## config.mk

```make
export PLATFORM = sky130hd
export DESIGN_NAME = hazard_unit_sb
export DESIGN_NICKNAME = d
export VERILOG_FILES = /design/src/rtl/hazard_unit_sb.sv
export SDC_FILE = /design/constraint.sdc
export NUM_CORES = 1
export LEC_CHECK = 0
export ABC_CLOCK_PERIOD_IN_PS = 16900
export CAP_MARGIN = 20
export CELL_PAD_IN_SITES_DETAIL_PLACEMENT = 1
export CELL_PAD_IN_SITES_GLOBAL_PLACEMENT = 1
export CORE_AREA = 4 4 111 156
export DETAILED_ROUTE_END_ITERATION = 16
export DIE_AREA = 0 0 115 160
export GPL_ROUTABILITY_DRIVEN = 0
export PLACE_DENSITY = 0.88
export SLEW_MARGIN = 20
export SYNTH_ARGS = -nofsm -noshare
export SYNTH_HDL_FRONTEND = slang
export SYNTH_SLANG_ARGS = --single-unit
```

## constraint.sdc

```tcl
create_clock -name clk -period 16.9 [get_ports clk]
set_input_delay 4.225 -clock clk [delete_from_list [all_inputs] [get_ports clk]]
set_output_delay 4.225 -clock clk [all_outputs]
set_load 0.05 [all_outputs]
```

## src/rtl/hazard_unit_sb.sv

```systemverilog
// hazard_unit_sb
// Hazard unit for the 5-stage pipeline with a per-register busy scoreboard
// for a decoupled, out-of-order-writeback MUL/DIV unit.
//
// Ports
//   clk, rst                 pipeline clock, async active-high reset
//   rs1_D/rs2_D/rd_D, md_op_D  D-stage operands, MUL/DIV flag
//   rs1_E/rs2_E/rd_E         E-stage registers
//   MemtoregE, md_issue_E    E-stage load flag, MUL/DIV handoff this cycle
//   rd_M/regwrite_M, rd_W/regwrite_W  writeback info for forwarding
//   PCSrc_E                  nonzero = redirect resolved in E
//   md_wb_valid, md_wb_rd    MD unit register write this cycle
//   StallF/StallD/FlushD/FlushE  pipeline control
//   ForwardAE/ForwardBE      10 = from M, 01 = from W, 00 = regfile
//   md_cnt                   MD ops in flight
//   sb_err                   sticky protocol error
//   stall_cnt/flush_cnt      saturating performance counters
module hazard_unit_sb #(
  parameter int AW       = 5,
  parameter int MD_DEPTH = 4,
  parameter int CNT_W    = 32
) (
  input  logic                              clk,
  input  logic                              rst,
  input  logic [AW-1:0]                     rs1_D,
  input  logic [AW-1:0]                     rs2_D,
  input  logic [AW-1:0]                     rd_D,
  input  logic                              md_op_D,
  input  logic [AW-1:0]                     rs1_E,
  input  logic [AW-1:0]                     rs2_E,
  input  logic [AW-1:0]                     rd_E,
  input  logic                              MemtoregE,
  input  logic                              md_issue_E,
  input  logic [AW-1:0]                     rd_M,
  input  logic [AW-1:0]                     rd_W,
  input  logic                              regwrite_M,
  input  logic                              regwrite_W,
  input  logic [1:0]                        PCSrc_E,
  input  logic                              md_wb_valid,
  input  logic [AW-1:0]                     md_wb_rd,
  output logic                              StallF,
  output logic                              StallD,
  output logic                              FlushD,
  output logic                              FlushE,
  output logic [1:0]                        ForwardAE,
  output logic [1:0]                        ForwardBE,
  output logic [$clog2(MD_DEPTH+1)-1:0]     md_cnt,
  output logic                              sb_err,
  output logic [CNT_W-1:0]                  stall_cnt,
  output logic [CNT_W-1:0]                  flush_cnt
);

  localparam int NREG = 1 << AW;
  localparam int CW   = $clog2(MD_DEPTH + 1);
  localparam logic [CW-1:0] C_FULL    = CW'(MD_DEPTH);
  localparam logic [CW-1:0] C_FULL_M1 = CW'(MD_DEPTH - 1);

  logic [NREG-1:0]  r_busy;
  logic [CW-1:0]    r_md_cnt;
  logic             r_sb_err;
  logic [CNT_W-1:0] r_stall_cnt;
  logic [CNT_W-1:0] r_flush_cnt;

  logic [NREG-1:0]  w_issue_mask;
  logic [NREG-1:0]  w_beff;
  logic [NREG-1:0]  w_busy_nxt;
  logic [CW-1:0]    w_md_cnt_nxt;
  logic             w_cnt_err;
  logic             w_wb_err;
  logic             w_sb_haz;
  logic             w_struct_haz;
  logic             w_lu_haz;
  logic             w_hazard;
  logic             w_redirect;

  // A register issued to the MD unit this cycle counts as busy immediately,
  // so a dependent instruction already sitting in D is held.
  always_comb begin
    w_issue_mask = '0;
    if (md_issue_E) w_issue_mask = {{(NREG-1){1'b0}}, 1'b1} << rd_E;
    w_beff    = r_busy | w_issue_mask;
    w_beff[0] = 1'b0;
  end

  assign w_sb_haz     = w_beff[rs1_D] | w_beff[rs2_D] | w_beff[rd_D];
  assign w_struct_haz = md_op_D & ((r_md_cnt == C_FULL) |
                                   ((r_md_cnt == C_FULL_M1) & md_issue_E));
  assign w_lu_haz     = MemtoregE & (rd_E != '0) & ((rd_E == rs1_D) | (rd_E == rs2_D));
  assign w_hazard     = w_sb_haz | w_struct_haz | w_lu_haz;
  assign w_redirect   = |PCSrc_E;

  // Redirect dominates: the stalled instruction is on the wrong path anyway.
  assign StallF = ~rst & w_hazard & ~w_redirect;
  assign StallD = ~rst & w_hazard & ~w_redirect;
  assign FlushD = ~rst & w_redirect;
  assign FlushE = ~rst & (w_hazard | w_redirect);

  always_comb begin
    ForwardAE = 2'b00;
    ForwardBE = 2'b00;
    if (!rst) begin
      if (regwrite_M && rd_M != '0 && rd_M == rs1_E)      ForwardAE = 2'b10;
      else if (regwrite_W && rd_W != '0 && rd_W == rs1_E) ForwardAE = 2'b01;
      if (regwrite_M && rd_M != '0 && rd_M == rs2_E)      ForwardBE = 2'b10;
      else if (regwrite_W && rd_W != '0 && rd_W == rs2_E) ForwardBE = 2'b01;
    end
  end

  // Set after clear so an issue to the register being written back wins.
  always_comb begin
    w_busy_nxt = r_busy;
    if (md_wb_valid) w_busy_nxt[md_wb_rd] = 1'b0;
    if (md_issue_E && rd_E != '0) w_busy_nxt[rd_E] = 1'b1;
    w_busy_nxt[0] = 1'b0;
  end

  always_comb begin
    w_md_cnt_nxt = r_md_cnt;
    w_cnt_err    = 1'b0;
    if (md_issue_E && !md_wb_valid) begin
      if (r_md_cnt == C_FULL) w_cnt_err = 1'b1;
      else                    w_md_cnt_nxt = r_md_cnt + CW'(1);
    end else if (md_wb_valid && !md_issue_E) begin
      if (r_md_cnt == '0) w_cnt_err = 1'b1;
      else                w_md_cnt_nxt = r_md_cnt - CW'(1);
    end
  end

  assign w_wb_err = md_wb_valid & (md_wb_rd != '0) & ~r_busy[md_wb_rd];

  always_ff @(posedge clk or posedge rst) begin
    if (rst) begin
      r_busy      <= '0;
      r_md_cnt    <= '0;
      r_sb_err    <= 1'b0;
      r_stall_cnt <= '0;
      r_flush_cnt <= '0;
    end else begin
      r_busy   <= w_busy_nxt;
      r_md_cnt <= w_md_cnt_nxt;
      if (w_cnt_err || w_wb_err) r_sb_err <= 1'b1;
      if (StallD && !(&r_stall_cnt)) r_stall_cnt <= r_stall_cnt + CNT_W'(1);
      if (FlushD && !(&r_flush_cnt)) r_flush_cnt <= r_flush_cnt + CNT_W'(1);
    end
  end

  assign md_cnt    = r_md_cnt;
  assign sb_err    = r_sb_err;
  assign stall_cnt = r_stall_cnt;
  assign flush_cnt = r_flush_cnt;

endmodule

```

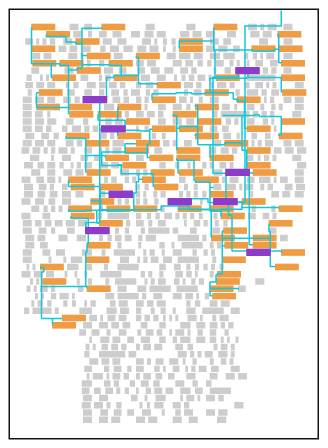
**Above:** run 1 (routed clock nets over the placement).
Key: clock wires = cyan [length 1290 um]; clock drivers = purple [count 9]; flip-flops = orange [count 99]
There are 10 routed clock nets.
setup clock skew after layout: 0.0125 ns
power drawn by the clock network: 0.231 mW
insertion delay at the late pin of the worst-skew pair: 0.35 ns

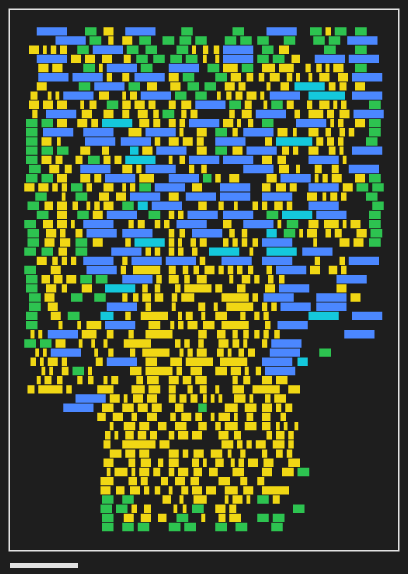
**Above:** run 1 (placed cells, one colour a class).
The bar under the picture is 20 um long.
Key: sequential cells = blue [cells 99, share of their area 30%]; clock drivers and dummy loads = cyan [cells 16, share of their area 4.0%]; remaining buffers and delay cells = green [cells 132, share of their area 16%]; combinational and other logic = yellow [cells 573, share of their area 50%]
core footprint: 16000 sq um
sequential cell area share: 29.4%
post-route cell area: 8440 sq um
site row count: 55

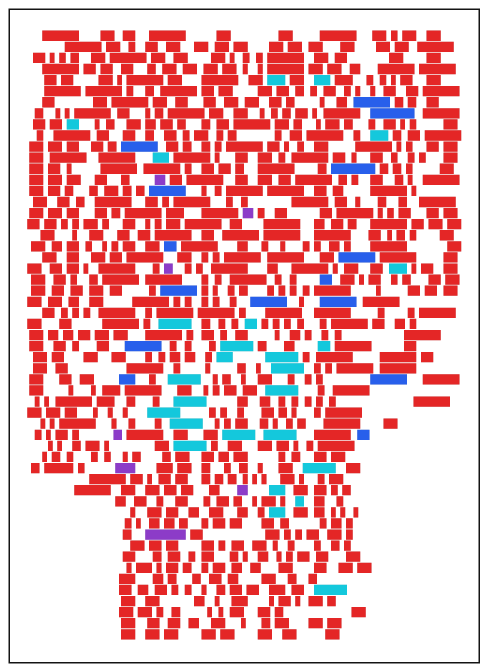
**Above:** run 1 (cells by drive strength).
Key: _6 and larger = blue [cells 15, share 1.8%]; _0 and _1 cells = red [cells 772, share 94%]; _3 and _4 cells = purple [cells 7, share 0.85%]; _2 cells = cyan [cells 26, share 3.2%]
count of non-CTS buffers in the layout: 132
worst setup slack after layout: 4.09 ns
area added between synthesis and finish: 25.0%

==> flow_metrics.py, run 1 <==
# Generated from Yosys and OpenROAD reports
metrics = {
    "outcome": {
        "status": "completed",
    },
    "worst_hold_path": {
        "tightest_hold_check_type": "register to register",
        "worst_hold_path.endpoint": "flush_cnt[7]",
        "worst_hold_startpoint": "flush_cnt[7]",
    },
    "logic_synthesis": {
        "complex_gate_fraction_of_the_synthesized_area_pct": 14.0,
        "post_synth.cell_area_avg_sq_um": 9.42,
        "synthesis.area_sq_um": 6750,
        "mux_share_pct": 9.36,
        "synthesis.yosys.warnings": 0,
    },
    "layout": {
        "finish.utilization_pct": 52.8,
        "post_route_cells_drive_above_1_share_pct": 5.85,
        "comb_gates": 557,
    },
    "setup_path": {
        "critPathMaxFanout": 33,
        "crit_type": "primary input to output port",
        "delay_of_the_slowest_cell_on_the_worst_path_ns": 1.11,
        "number_of_cell_instances_on_the_worst_register_to_register_path": 9,
        "crit_path_capture": "StallD",
    },
    "clock_network": {
        "cts_root_buf": "sky130_fd_sc_hd__clkbuf_16",
        "cts.repair_timing.setup_buffer_count": 0,
    },
    "pwr": {
        "power.sequential.total_mw": 0.328,
    },
    "grt": {
        "grt-busiest-layer": "met2",
    },
    "placed_design": {
        "place.port_buffers": 130,
    },
    "route": {
        "via_per_inst": 6.27,
    },
    "final_timing": {
        "final_max_slew_viol_count": 0,
    },
}
**Run 1: the metal 1 layer**

Supply wires on this layer in grey.
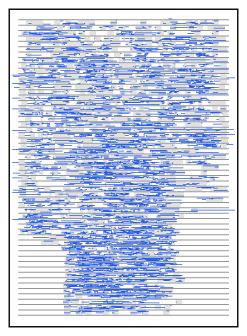

--- run 2 (diff from run 1) ---
==> config.mk (replaced) <==
export PLATFORM = sky130hd
export DESIGN_NAME = hazard_unit_sb
export DESIGN_NICKNAME = d
export VERILOG_FILES = /design/src/rtl/hazard_unit_sb.sv
export SDC_FILE = /design/constraint.sdc
export NUM_CORES = 1
export LEC_CHECK = 0
export ABC_CLOCK_PERIOD_IN_PS = 10580
export CAP_MARGIN = 20
export CELL_PAD_IN_SITES_DETAIL_PLACEMENT = 1
export CELL_PAD_IN_SITES_GLOBAL_PLACEMENT = 1
export CORE_AREA = 4 4 121 169
export DETAILED_ROUTE_END_ITERATION = 16
export DIE_AREA = 0 0 125 173
export GPL_ROUTABILITY_DRIVEN = 0
export PLACE_DENSITY = 0.79
export SLEW_MARGIN = 20
export SYNTH_ARGS = -nofsm -noshare
export SYNTH_HDL_FRONTEND = slang
export SYNTH_SLANG_ARGS = --single-unit
==> constraint.sdc (replaced) <==
create_clock -name clk -period 10.58 [get_ports clk]
set_input_delay 2.645 -clock clk [delete_from_list [all_inputs] [get_ports clk]]
set_output_delay 2.645 -clock clk [all_outputs]
set_load 0.05 [all_outputs]
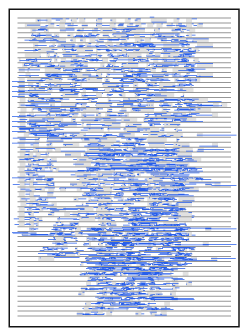
**Above:** run 2 (the metal 1 layer).
Supply wires on this layer in grey.
The wires run mostly horizontal. The longest straight run is 46.9 um. The layer carries 8890 um of wire. 799 nets have wire on it. The layer holds 40% of the routed length.
final wirelength: 22300 um
M1 GR Usage: 24.1%
vias post-DR: 6207

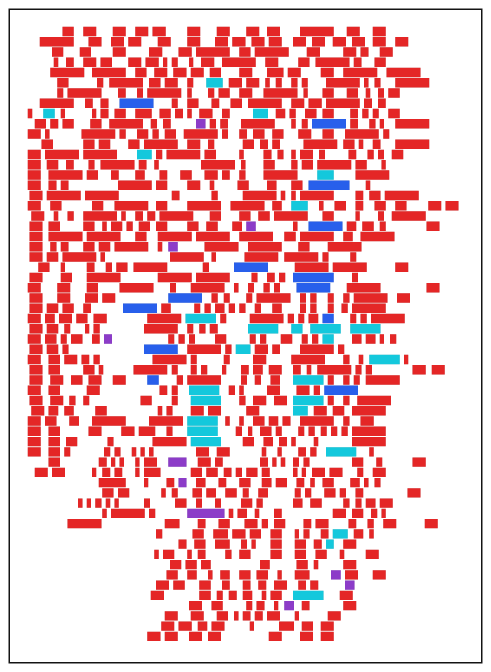
**Above:** run 2 (cells by drive strength).
Key: _6 and larger = blue [cells 13, share 1.6%]; _2 cells = cyan [cells 26, share 3.2%]; _3 and _4 cells = purple [cells 10, share 1.2%]; _0 and _1 cells = red [cells 773, share 94%]
count of non-CTS buffers in the layout: 135
post-route cell area: 8500 sq um
area added between synthesis and finish: 26.0%
worst setup slack after layout: 1.45 ns

==> flow_metrics.py, run 2 <==
# Generated from Yosys and OpenROAD reports
metrics = {
    "setup_path": {
        "crit_type": "primary input to output port",
        "crit_path_capture": "FlushE",
        "delay_of_the_slowest_cell_on_the_worst_path_ns": 0.83,
        "number_of_cell_instances_on_the_worst_register_to_register_path": 9,
    },
    "layout": {
        "seq-cell-share_pct": 29.1,
        "comb_gates": 557,
        "post_route_cells_drive_above_1_share_pct": 5.96,
    },
    "worst_hold_path": {
        "worst_hold_path.endpoint": "stall_cnt[14]",
        "worst_hold_startpoint": "stall_cnt[14]",
    },
    "clock_network": {
        "cts_root_buf": "sky130_fd_sc_hd__clkbuf_16",
        "clock_latency_ns": 0.35,
    },
    "grt": {
        "grt-busiest-layer": "met2",
    },
    "final_timing": {
        "final_max_slew_viol_count": 0,
    },
    "placed_design": {
        "place.port_buffers": 130,
    },
    "logic_synthesis": {
        "complex_gate_fraction_of_the_synthesized_area_pct": 14.0,
        "mux_share_pct": 9.36,
        "synthesis.area_sq_um": 6750,
        "post_synth.cell_area_avg_sq_um": 9.42,
    },
    "outcome": {
        "status": "completed",
    },
    "pwr": {
        "power.sequential.total_mw": 0.520,
    },
    "route": {
        "via_per_inst": 5.80,
    },
}
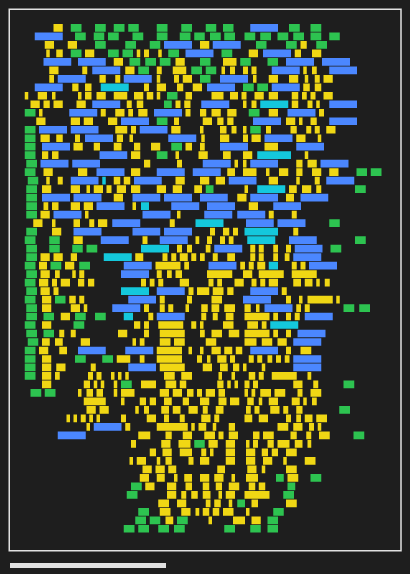
**Above:** run 2 (placed cells, one colour a class).
The bar under the picture is 50 um long.
Key: clock drivers and dummy loads = cyan [cells 15, share of their area 3.8%]; sequential cells = blue [cells 99, share of their area 30%]; combinational and other logic = yellow [cells 573, share of their area 50%]; remaining buffers and delay cells = green [cells 135, share of their area 16%]
site row count: 60
core footprint: 19100 sq um
core utilization of the finished layout: 44.6%

Power is estimated from default activity; no workload was simulated.
